`config.mk`:
```
export PLATFORM = sky130hd
export DESIGN_NAME = pc_gen
export DESIGN_NICKNAME = d
export VERILOG_FILES = /design/src/rtl/pc_pkg.sv /design/src/rtl/pc_redirect_arb.sv /design/src/rtl/pc_gen.sv
export SDC_FILE = /design/constraint.sdc
export NUM_CORES = 1
export LEC_CHECK = 0
export ABC_AREA = 1
export ABC_CLOCK_PERIOD_IN_PS = 3700
export CAP_MARGIN = 10
export CELL_PAD_IN_SITES_DETAIL_PLACEMENT = 1
export CELL_PAD_IN_SITES_GLOBAL_PLACEMENT = 1
export CORE_MARGIN = 10
export CORE_UTILIZATION = 36
export CTS_BUF_LIST = sky130_fd_sc_hd__clkbuf_16
export CTS_CLUSTER_DIAMETER = 120
export DETAILED_ROUTE_END_ITERATION = 16
export PLACE_DENSITY_LB_ADDON = 0.12
export SLEW_MARGIN = 0
export SYNTH_ARGS = -nofsm -noshare
export SYNTH_HDL_FRONTEND = slang
export SYNTH_SLANG_ARGS = --single-unit
export TNS_END_PERCENT = 1
```
`constraint.sdc`:
```
create_clock -name Clk -period 3.7 [get_ports Clk]
set_clock_uncertainty 0.15 [all_clocks]
set_input_delay 0.37 -clock Clk [delete_from_list [all_inputs] [get_ports Clk]]
set_output_delay 0.37 -clock Clk [all_outputs]
set_load 0.03 [all_outputs]
```
`src/rtl/pc_pkg.sv`:
```
// pc_pkg: next-PC select encodings and FSM state constants shared by the
// program-counter generator and its redirect arbiter.
package pc_pkg;

  localparam logic [2:0] NPC_ADD4   = 3'd0;
  localparam logic [2:0] NPC_J      = 3'd1;
  localparam logic [2:0] NPC_JR     = 3'd2;
  localparam logic [2:0] NPC_BRANCH = 3'd3;

  localparam logic [1:0] ST_INIT = 2'd0;
  localparam logic [1:0] ST_RUN  = 2'd1;
  localparam logic [1:0] ST_HOLD = 2'd2;

endpackage

```
`src/rtl/pc_redirect_arb.sv`:
```
// pc_redirect_arb: combinational priority select of the next redirect target.
// Exception entry/return take part only when PC_EPC_EN is defined.
module pc_redirect_arb
  import pc_pkg::*;
#(
  parameter int unsigned     XLEN    = 32,
  parameter logic [XLEN-1:0] EXC_VEC = XLEN'('h80)
) (
  input  logic            exc_i,
  input  logic            eret_i,
  input  logic [XLEN-1:0] epc_i,
  input  logic            ctrl_valid_i,
  input  logic [2:0]      pcsrc_i,
  input  logic            branch_i,
  input  logic [XLEN-1:0] npc_i,
  input  logic [XLEN-1:0] jr1_i,
  output logic            req_o,
  output logic [XLEN-1:0] target_o
);

  always_comb begin
    // NOTE: every output gets a default first so no path leaves it unassigned,
    // which would otherwise infer a latch.
    req_o    = 1'b0;
    target_o = '0;
`ifdef PC_EPC_EN
    if (exc_i) begin
      req_o    = 1'b1;
      target_o = EXC_VEC;
    end else if (eret_i) begin
      req_o    = 1'b1;
      target_o = epc_i;
    end else
`endif
    if (ctrl_valid_i) begin
      case (pcsrc_i)
        NPC_J: begin
          req_o    = 1'b1;
          target_o = npc_i;
        end
        NPC_JR: begin
          req_o    = 1'b1;
          target_o = jr1_i;
        end
        NPC_BRANCH: begin
          req_o    = branch_i;
          target_o = npc_i;
        end
        default: ;
      endcase
    end
  end

`ifndef PC_EPC_EN
  logic unused_epc;
  assign unused_epc = ^{exc_i, eret_i, epc_i, EXC_VEC};
`endif

endmodule

```
`src/rtl/pc_gen.sv`:
```
// pc_gen: width-generic fetch PC register with ready handshake and buffered
// redirect. Define PC_EPC_EN to build exception entry/return and the EPC register.
module pc_gen
  import pc_pkg::*;
#(
  parameter int unsigned     XLEN      = 32,
  parameter logic [XLEN-1:0] RESET_VEC = '0,
  parameter logic [XLEN-1:0] EXC_VEC   = XLEN'('h80)
) (
  input  logic            Clk,
  input  logic            Reset_n,
  input  logic            Ctrl_valid,
  input  logic [2:0]      PCsrc,
  input  logic            Branch,
  input  logic [XLEN-1:0] NPC,
  input  logic [XLEN-1:0] j_r1,
  input  logic            Exc,
  input  logic            ERet,
  input  logic            If_ready,
  output logic            Pc_valid,
  output logic [XLEN-1:0] PC,
  output logic [XLEN-1:0] EPC,
  output logic            Misalign
);

  logic [1:0]      state_q, state_d;
  logic [XLEN-1:0] pc_q, pc_d;
  logic [XLEN-1:0] pend_q, pend_d;
  logic            valid_q, valid_d;
  logic            mis_q, mis_d;
  logic [XLEN-1:0] epc_val;
  logic            req;
  logic [XLEN-1:0] target;
  logic            fire;
  logic            apply;
  logic [XLEN-1:0] applied;

  assign fire = valid_q & If_ready;

  pc_redirect_arb #(
    .XLEN    (XLEN),
    .EXC_VEC (EXC_VEC)
  ) u_arb (
    .exc_i        (Exc),
    .eret_i       (ERet),
    .epc_i        (epc_val),
    .ctrl_valid_i (Ctrl_valid),
    .pcsrc_i      (PCsrc),
    .branch_i     (Branch),
    .npc_i        (NPC),
    .jr1_i        (j_r1),
    .req_o        (req),
    .target_o     (target)
  );

  always_comb begin
    state_d = state_q;
    pc_d    = pc_q;
    pend_d  = pend_q;
    valid_d = valid_q;
    mis_d   = 1'b0;
    apply   = 1'b0;
    applied = '0;
    case (state_q)
      ST_INIT: begin
        state_d = ST_RUN;
        valid_d = 1'b1;
      end
      ST_RUN: begin
        if (fire) begin
          if (req) begin
            apply   = 1'b1;
            applied = target;
          end else begin
            pc_d = pc_q + XLEN'(4);
          end
        end else if (req) begin
          pend_d  = target;
          state_d = ST_HOLD;
        end
      end
      ST_HOLD: begin
        // A request arriving on the fire cycle is the latest one, so it wins.
        if (req) pend_d = target;
        if (fire) begin
          apply   = 1'b1;
          applied = req ? target : pend_q;
          state_d = ST_RUN;
        end
      end
      default: state_d = ST_RUN;
    endcase
    if (apply) begin
      pc_d  = {applied[XLEN-1:2], 2'b00};
      mis_d = |applied[1:0];
    end
  end

  // NOTE: sequential state uses non-blocking assignments so every register
  // samples the pre-edge values regardless of statement order.
  always_ff @(posedge Clk or negedge Reset_n) begin
    if (!Reset_n) begin
      state_q <= ST_INIT;
      pc_q    <= RESET_VEC;
      pend_q  <= '0;
      valid_q <= 1'b0;
      mis_q   <= 1'b0;
    end else begin
      state_q <= state_d;
      pc_q    <= pc_d;
      pend_q  <= pend_d;
      valid_q <= valid_d;
      mis_q   <= mis_d;
    end
  end

`ifdef PC_EPC_EN
  logic [XLEN-1:0] epc_q;

  always_ff @(posedge Clk or negedge Reset_n) begin
    if (!Reset_n)            epc_q <= '0;
    else if (Exc && valid_q) epc_q <= pc_q;
  end

  assign epc_val = epc_q;
`else
  assign epc_val = '0;
`endif

  assign Pc_valid = valid_q;
  assign PC       = pc_q;
  assign EPC      = epc_val;
  assign Misalign = mis_q;

endmodule

```
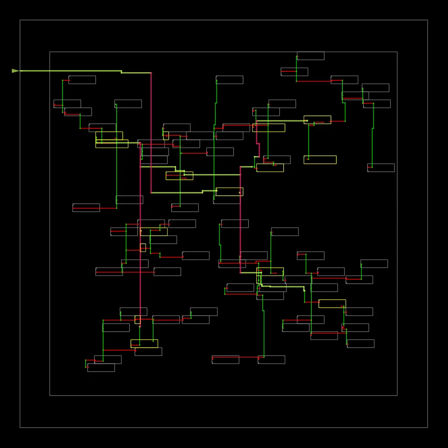
*Clock nets, run 1*
CTS Buf Count: 9
clkbuf count: 9

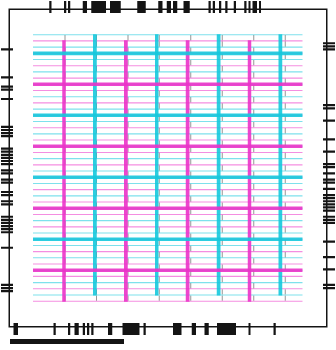
*Floorplan with the power grid, run 1*
The bar under the picture is 50 µm long. Pins as bars on the die edge. Tap cells in grey.
[VDD] cyan
[VSS] magenta
met1 rails: 44
met4 straps: 8

==> results.yml, run 1 <==
# synthesis and place-and-route metrics
yosys:
  yosys-stat-cells: 809
  synthArstFlopShare: 1.00
  top_cells_by_area: "dfrtp_1 (33%), nand2_1 (22%), nand3_1 (8.7%), nor2_1 (5.8%), buf_4 (5.5%)"
  numSynthFlops: 66
  ys_chip_area_um2: 5070
  synth_dominant_cell_count: "nand2_1"
  yosysWarnings: 0
  synth_cell_types: 36
  synth_top_flop_cell: "dfrtp_1"
  top_area_frac: 0.326
  ys_seq_frac: 0.326
  common_cells: "nand2_1 (301), nand3_1 (88), nor2_1 (79)"
  synth_area_leader_cell: "dfrtp_1"
  netlist_area_um2: 5070
  edf_count: 0
  syn_inst: 809
  syn_area_per_cell_um2: 6.27
routing:
  drt-pass1-iter-count: 4
  ant_nets: 0
  drc: 0
  post_drt_wl_per_cell_um: 17.0
  vias: 5611
  drtIter0Drc: 343
  vias_per_cell: 5.14
  routed_wl_mm: 18.6
sta:
  setup_violations: 0
  post-route-period-util: 0.710
  hold_viol: 0
  post-route-min-period_ps: 2630
  rsz0062_at_grt: "false"
  slew_viol_final: 0
  max_freq_mhz: 380
  slew_headroom: 0.542
  whs_ps: 339
  tightestPinTransition_ps: 685
  fin_setup_tns_ps: 0
finish:
  stdcell_area_um2: 6510
  syn_to_final_growth_pct: 28.4
  nNetsFinal: 984
  drive_gt1_frac: 0.0516
  fill_cells: 1874
  final_util: 0.471
  diodes: 0
pwr:
  p_int_mw: 1.58
  ir_drop_mv: 0.228
  switchingPower_mw: 0.576
  power_frac_seq: 0.376
  p_clk_frac: 0.457
  p_leak_nw: 3.22
  combPwrFrac: 0.167
  switching_share: 0.267
  p_per_area_nw_per_um2: 331
  finalPower_mw: 2.16
placement:
  dp_hpwl_mm: 14.4
  placed_cell_area_um2: 6170
  io_buffers: 103
  place.gp.congestion: 0.947
global_route:
  grt.total_usage: 0.190
  antenna_found_initial: 0
  grt-ovfl-total: 0
  grt_pass1_vias: 5907
  grt_pass1_wl_mm: 30.4
  grt_max_degree: 45
setup_path:
  r2r-start: "state_q[1]$_DFFE_PN0P_"
  reg2reg_slack_ps: 1230
  reg2reg_depth: 11
  reg2reg_to: "PC[19]$_DFFE_PN0P_"
  worstSetupEndpoint: "PC[9]$_DFFE_PN0P_"
  required_ps: 3780
  cp_max_fo: 27
  arrival_ps: 2710
  end_kind: "flop"
  startpoint_type: "primary input"
  worst-setup-path-type: "in2reg"
  worstSetupStartpoint: "PCsrc[0]"
hold_path:
  hp-class: "reg2reg"
  hold_depth: 2
  hp-start: "pend_q[12]$_DFFE_PN0P_"
  hold_path_end: "pend_q[12]$_DFFE_PN0P_"
clock_network:
  clkTransAtPathRegs_ps: 50
  ctsHtreeMaxLevel: 3
  cts_resized: 0
  cts-root-buf: "clkbuf_16"
  cts_sinks: 66
  clock_latency_ps: 350
  cts_tree: "yes"
  cts.path.max_buffers: 2
floorplanning:
  die_w_um: 139
  die_area_um2: 19200
  core_area_um2: 13800
  initCoreUtil: 0.367
  die_h_um: 139
  rows: 43
  io_pins: 140
run_status:
  status: "complete, no violations"
job:
  warning_count: 30
  max-cap-violations: 0
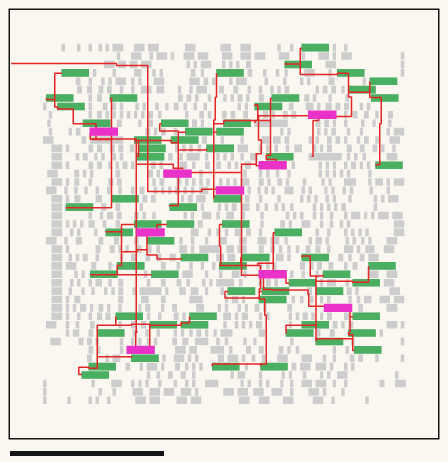
*Clock wires, drivers and flops, run 1*
The bar under the picture is 50 µm long.
[clock-net drivers] magenta | count: 9
[flip-flops] green | count: 66
[clock wires] red | length: 1120 µm
routed clock nets: 10

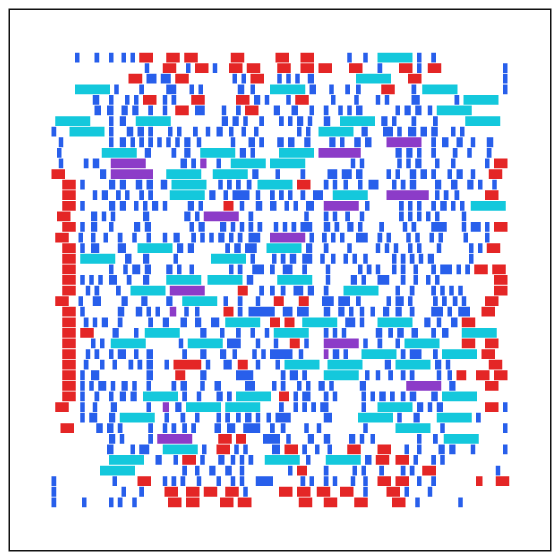
*Cells coloured by class, run 1*
[clock drivers and dummy loads] purple | cells: 16 | share of their area: 5.3%
[remaining logic cells] blue | cells: 710 | share of their area: 50%
[registers] cyan | cells: 66 | share of their area: 26%
[remaining buffers and delay cells] red | cells: 119 | share of their area: 18%

-- run 1: repair_timing --
item,4_1_cts,5_1_grt
setup buffers,0,0
endpoints found under the setup margin,0,0
hold buffers,1,0
endpoints found under the hold margin,22,0
-- run 1: routing by layer --
metal | track usage | up-vias | part of all wire
met5 | 0 | - | 0
met4 | 0.0511 | 0 | 0.015
met3 | 0.0397 | 20 | 0.059
met2 | 0.325 | 152 | 0.49
met1 | 0.235 | 2747 | 0.43
li1 | - | 2692 | -
-- run 1: worst max-delay path, cell delays in order --
cell             delay, ps
clkdlybuf4s50_1        470
inv_1                  100
nand3_1                110
nand3_1                470
nand2_2                160
inv_2                  430
nand3_1                180
nand3_1                110
nand3_1                140
nand2_1                130
nor2_1                  50
-- run 1: power by group through the flow --
stage	logic, mW	registers, mW	clock network (mW)
floorplan	0.244	0.815	0
global placement	0.338	0.818	0
detailed placement	0.359	0.822	0
CTS	0.362	0.810	1.00
global route	0.412	0.818	1.04
finish	0.361	0.810	0.985
-- run 1: state kept, by name (all words and copies together), names as in the netlist --
register,count
PC,30
state_q,2
Pc_valid,1
Misalign,1
pend_q,32
-- run 1: cell usage in the layout, fill, tap and decap left out, drive strengths merged --
cell | synthesis | routed
nand2 | 302 | 302
clkdlybuf4s50 | 0 | 102
nand3 | 89 | 89
nor2 | 82 | 82
inv | 74 | 75
dfrtp | 66 | 66
o21ai | 52 | 52
conb | 1 | 34
buf | 50 | 16
a21oi | 15 | 15
nand4 | 14 | 14
xor2 | 9 | 9
clkbuf | 16 | 9
nor3 | 6 | 6
a22oi | 5 | 5
nand3b | 4 | 4
o211ai | 4 | 4
ha | 4 | 4
clkinv | 1 | 4
xnor2 | 3 | 3
bufinv | 0 | 3
or2 | 3 | 3
a31oi | 2 | 2
nor3b | 2 | 2
a21boi | 1 | 1
a31o | 1 | 1
o21bai | 1 | 1
a211oi | 1 | 1
o21a | 1 | 1
dlygate4sd3 | 0 | 1
-- run 1: kinds of logic after synthesis --
logic type / Yosys count / synth area share
buffers and inverters: 141 / 0.137
AND-OR/OR-AND: 83 / 0.0928
adder cells (fa/ha/maj): 4 / 0.00987
other: 1 / 0.000739
AND/OR/NAND/NOR: 502 / 0.413
XOR/XNOR: 12 / 0.0207
flip-flops: 66 / 0.326
-- run 1: cell type report --
type / count / area (µm²) / share of cell area
Inverter: 75 / 282 / 0.0432
Multi-Input combinational cell: 635 / 2860 / 0.439
Clock inverter: 7 / 109 / 0.0167
Tap cell: 180 / 225 / 0.0346
Timing Repair Buffer: 119 / 1160 / 0.178
Clock buffer: 9 / 225 / 0.0346
Sequential cell: 66 / 1650 / 0.254
-- run 1: stage by stage --
stage	setup slack, ps	std cells
4_1_cts	1090	1091
3_5_place_dp	761	1074
3_3_place_gp	889	1074
5_1_grt	887	1091
6_report	1070	1091
2_1_floorplan	1750	842
==> run 2, diff against run 1 <==
ABC_CLOCK_PERIOD_IN_PS = 2400   (was 3700)
CORE_UTILIZATION = 30   (was 36)
clock period = 2.4 ns   (was 3.7 ns; I/O delays follow)
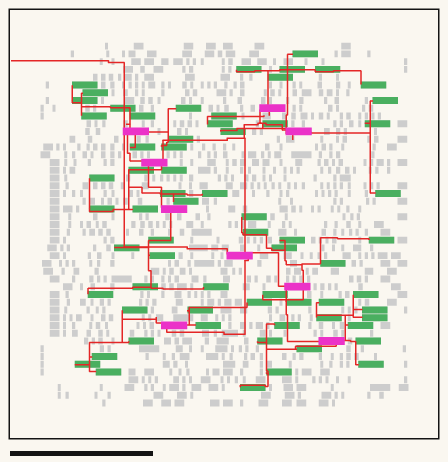
*Clock wires, drivers and flops, run 2*
The bar under the picture is 50 µm long.
clock latency on the worst-skew pair: 350 ps
clock network power: 1.27 mW
clock group share of total power: 0.411

==> results.yml, run 2 <==
# synthesis and place-and-route metrics
floorplanning:
  die_h_um: 150
  rows: 47
  die_w_um: 150
  io_pins: 140
  core_area_um2: 16600
  die_area_um2: 22500
  initCoreUtil: 0.306
placement:
  placed_cell_area_um2: 6390
  dpl_worst_slack_ps: 7.27
  dp_hpwl_mm: 14.9
  place.gp.congestion: 0.846
  io_buffers: 103
setup_path:
  reg2reg_depth: 11
  cp_max_fo: 14
  r2r-start: "state_q[1]$_DFFE_PN0P_"
  arrival_ps: 2360
  worstSetupStartpoint: "state_q[1]$_DFFE_PN0P_"
  required_ps: 2530
  startpoint_type: "flop"
  reg2reg_to: "PC[15]$_DFFE_PN0P_"
  worst-setup-path-type: "reg2reg"
  end_kind: "flop"
  reg2reg_slack_ps: 170
finish:
  final_util: 0.403
  syn_to_final_growth_pct: 31.7
  final_cell_mix: "nand2_1 (301), clkdlybuf4s50_1 (102), nand3_1 (88)"
  top_register: "pend_q"
  stdcell_area_um2: 6680
  largest_reg_flops: 32
  drive_gt1_frac: 0.0660
  lay_top_count: "nand2_1"
  nNetsFinal: 997
  diodes: 0
yosys:
  netlist_area_um2: 5070
  numSynthFlops: 66
  syn_inst: 809
  synth_cell_types: 36
  ys_chip_area_um2: 5070
  synthArstFlopShare: 1.00
  common_cells: "nand2_1 (301), nand3_1 (88), nor2_1 (79)"
  yosys-stat-cells: 809
  synth_area_leader_cell: "dfrtp_1"
  top_area_frac: 0.326
  synth_dominant_cell_count: "nand2_1"
  synth_top_flop_cell: "dfrtp_1"
  ys_seq_frac: 0.326
  yosysWarnings: 0
  edf_count: 0
  syn_area_per_cell_um2: 6.27
  top_cells_by_area: "dfrtp_1 (33%), nand2_1 (22%), nand3_1 (8.7%), nor2_1 (5.8%), buf_4 (5.5%)"
routing:
  post_drt_wl_per_cell_um: 16.5
  ant_nets: 0
  vias_per_cell: 4.76
  vias: 5448
  drc: 0
  drtIter0Drc: 308
  routed_wl_mm: 18.9
  drt-pass1-iter-count: 4
sta:
  rsz0062_at_grt: "false"
  fin_setup_tns_ps: 0
  hold_viol: 0
  setup_slack_ps: 166
  max_freq_mhz: 448
  slew_viol_final: 0
  post-route-period-util: 0.931
  setup_violations: 0
  post-route-min-period_ps: 2230
hold_path:
  hp-class: "in2async"
clock_network:
  clkTransAtPathRegs_ps: 60
  cts_tree: "yes"
  cts-root-buf: "clkbuf_16"
  cts.path.max_buffers: 2
  cts_buffers: 9
  cts_sinks: 66
  post_cts_buffers: 0
  ctsHtreeMaxLevel: 3
global_route:
  grt_pass1_vias: 5857
  grt-ovfl-total: 0
  grt.total_usage: 0.171
  grt_pass1_wl_mm: 30.5
  grt_max_degree: 67
  antenna_found_initial: 0
pwr:
  p_leak_nw: 3.27
  p_per_area_nw_per_um2: 461
  ir_drop_mv: 0.311
job:
  warning_count: 30
  max-cap-violations: 0
run_status:
  status: "complete, no violations"
run 2: per-layer routing:
metal  GRT usage  routed length [µm]  vias to the layer above
li1            -                   -                     2720
met1       0.210                8370                     2604
met2       0.292                9240                      114
met3      0.0417                1090                       10
met4      0.0462                 203                        0
met5           0                   0                        -
run 2: cell type report:
cell class / instances / area (µm²)
fillers: 2196 / 9900
multi-input cells: 635 / 2860
flip-flops and latches: 66 / 1650
repair buffers: 132 / 1330
inverters: 75 / 282
well taps: 220 / 275
clock buffers: 9 / 225
clock inverters: 7 / 53.8
run 2: kinds of logic (layout without fill, tap and decap cells):
| group | after synthesis | count (layout) | synth area share |
|---|---|---|---|
| xor gates and xnor gates | 12 | 12 | 0.0207 |
| adders and majority gates | 4 | 4 | 0.00987 |
| and+or+nand+nor | 502 | 502 | 0.413 |
| other | 1 | 34 | 0.000739 |
| buffers and inverters | 141 | 223 | 0.137 |
| AOI/OAI and AO/OA | 83 | 83 | 0.0928 |
| DFF | 66 | 66 | 0.326 |
run 2: how the worst max path moves through the flow:
stage | end | slack (ps) | depth (start not counted)
final | PC[15]$_DFFE_PN0P_ | 170 | 11
after floorplan | PC[26]$_DFFE_PN0P_ | 450 | 13
after global placement | PC[15]$_DFFE_PN0P_ | 120 | 10
after global routing | PC[15]$_DFFE_PN0P_ | 10 | 11
after CTS | PC[15]$_DFFE_PN0P_ | 180 | 11
after detailed placement | PC[13]$_DFFE_PN0P_ | 7 | 11
run 2: per-stage QoR:
| stage | std cells | hold slack, ps | power (mW) |
|---|---|---|---|
| 2_1_floorplan | 842 | -206 | 1.63 |
| 3_3_place_gp | 1127 | 148 | 1.80 |
| 3_5_place_dp | 1127 | 149 | 1.83 |
| 4_1_cts | 1144 | 326 | 3.13 |
| 5_1_grt | 1144 | 351 | 3.26 |
| 6_report | 1144 | 301 | 3.08 |
run 2: power breakdown:
group | leakage [nW] | internal [mW] | total (mW) | switching, mW
Clock | 0.128 | 0.706 | 1.27 | 0.562
Sequential | 0.840 | 1.22 | 1.25 | 0.0308
Combinational | 2.30 | 0.226 | 0.568 | 0.342
Total | 3.27 | 2.15 | 3.08 | 0.935
run 2: repair_timing:
action | CTS | global route
hold buffers | 1 | 0
hold endpoints to repair | 66 | 0
resized | 0 | 0
run 2: critical path, cell delays in order, from the launching register on:
cell and delay [ps]:
dfrtp_1 380, inv_1 100, ha_1 290, inv_2 100
nor2_4 130, nand3_2 100, buf_4 210, inv_2 240
nand2_1 90, nand2_1 110, nand2_1 110, a21oi_1 140
Power and IR drop assume default switching activity.
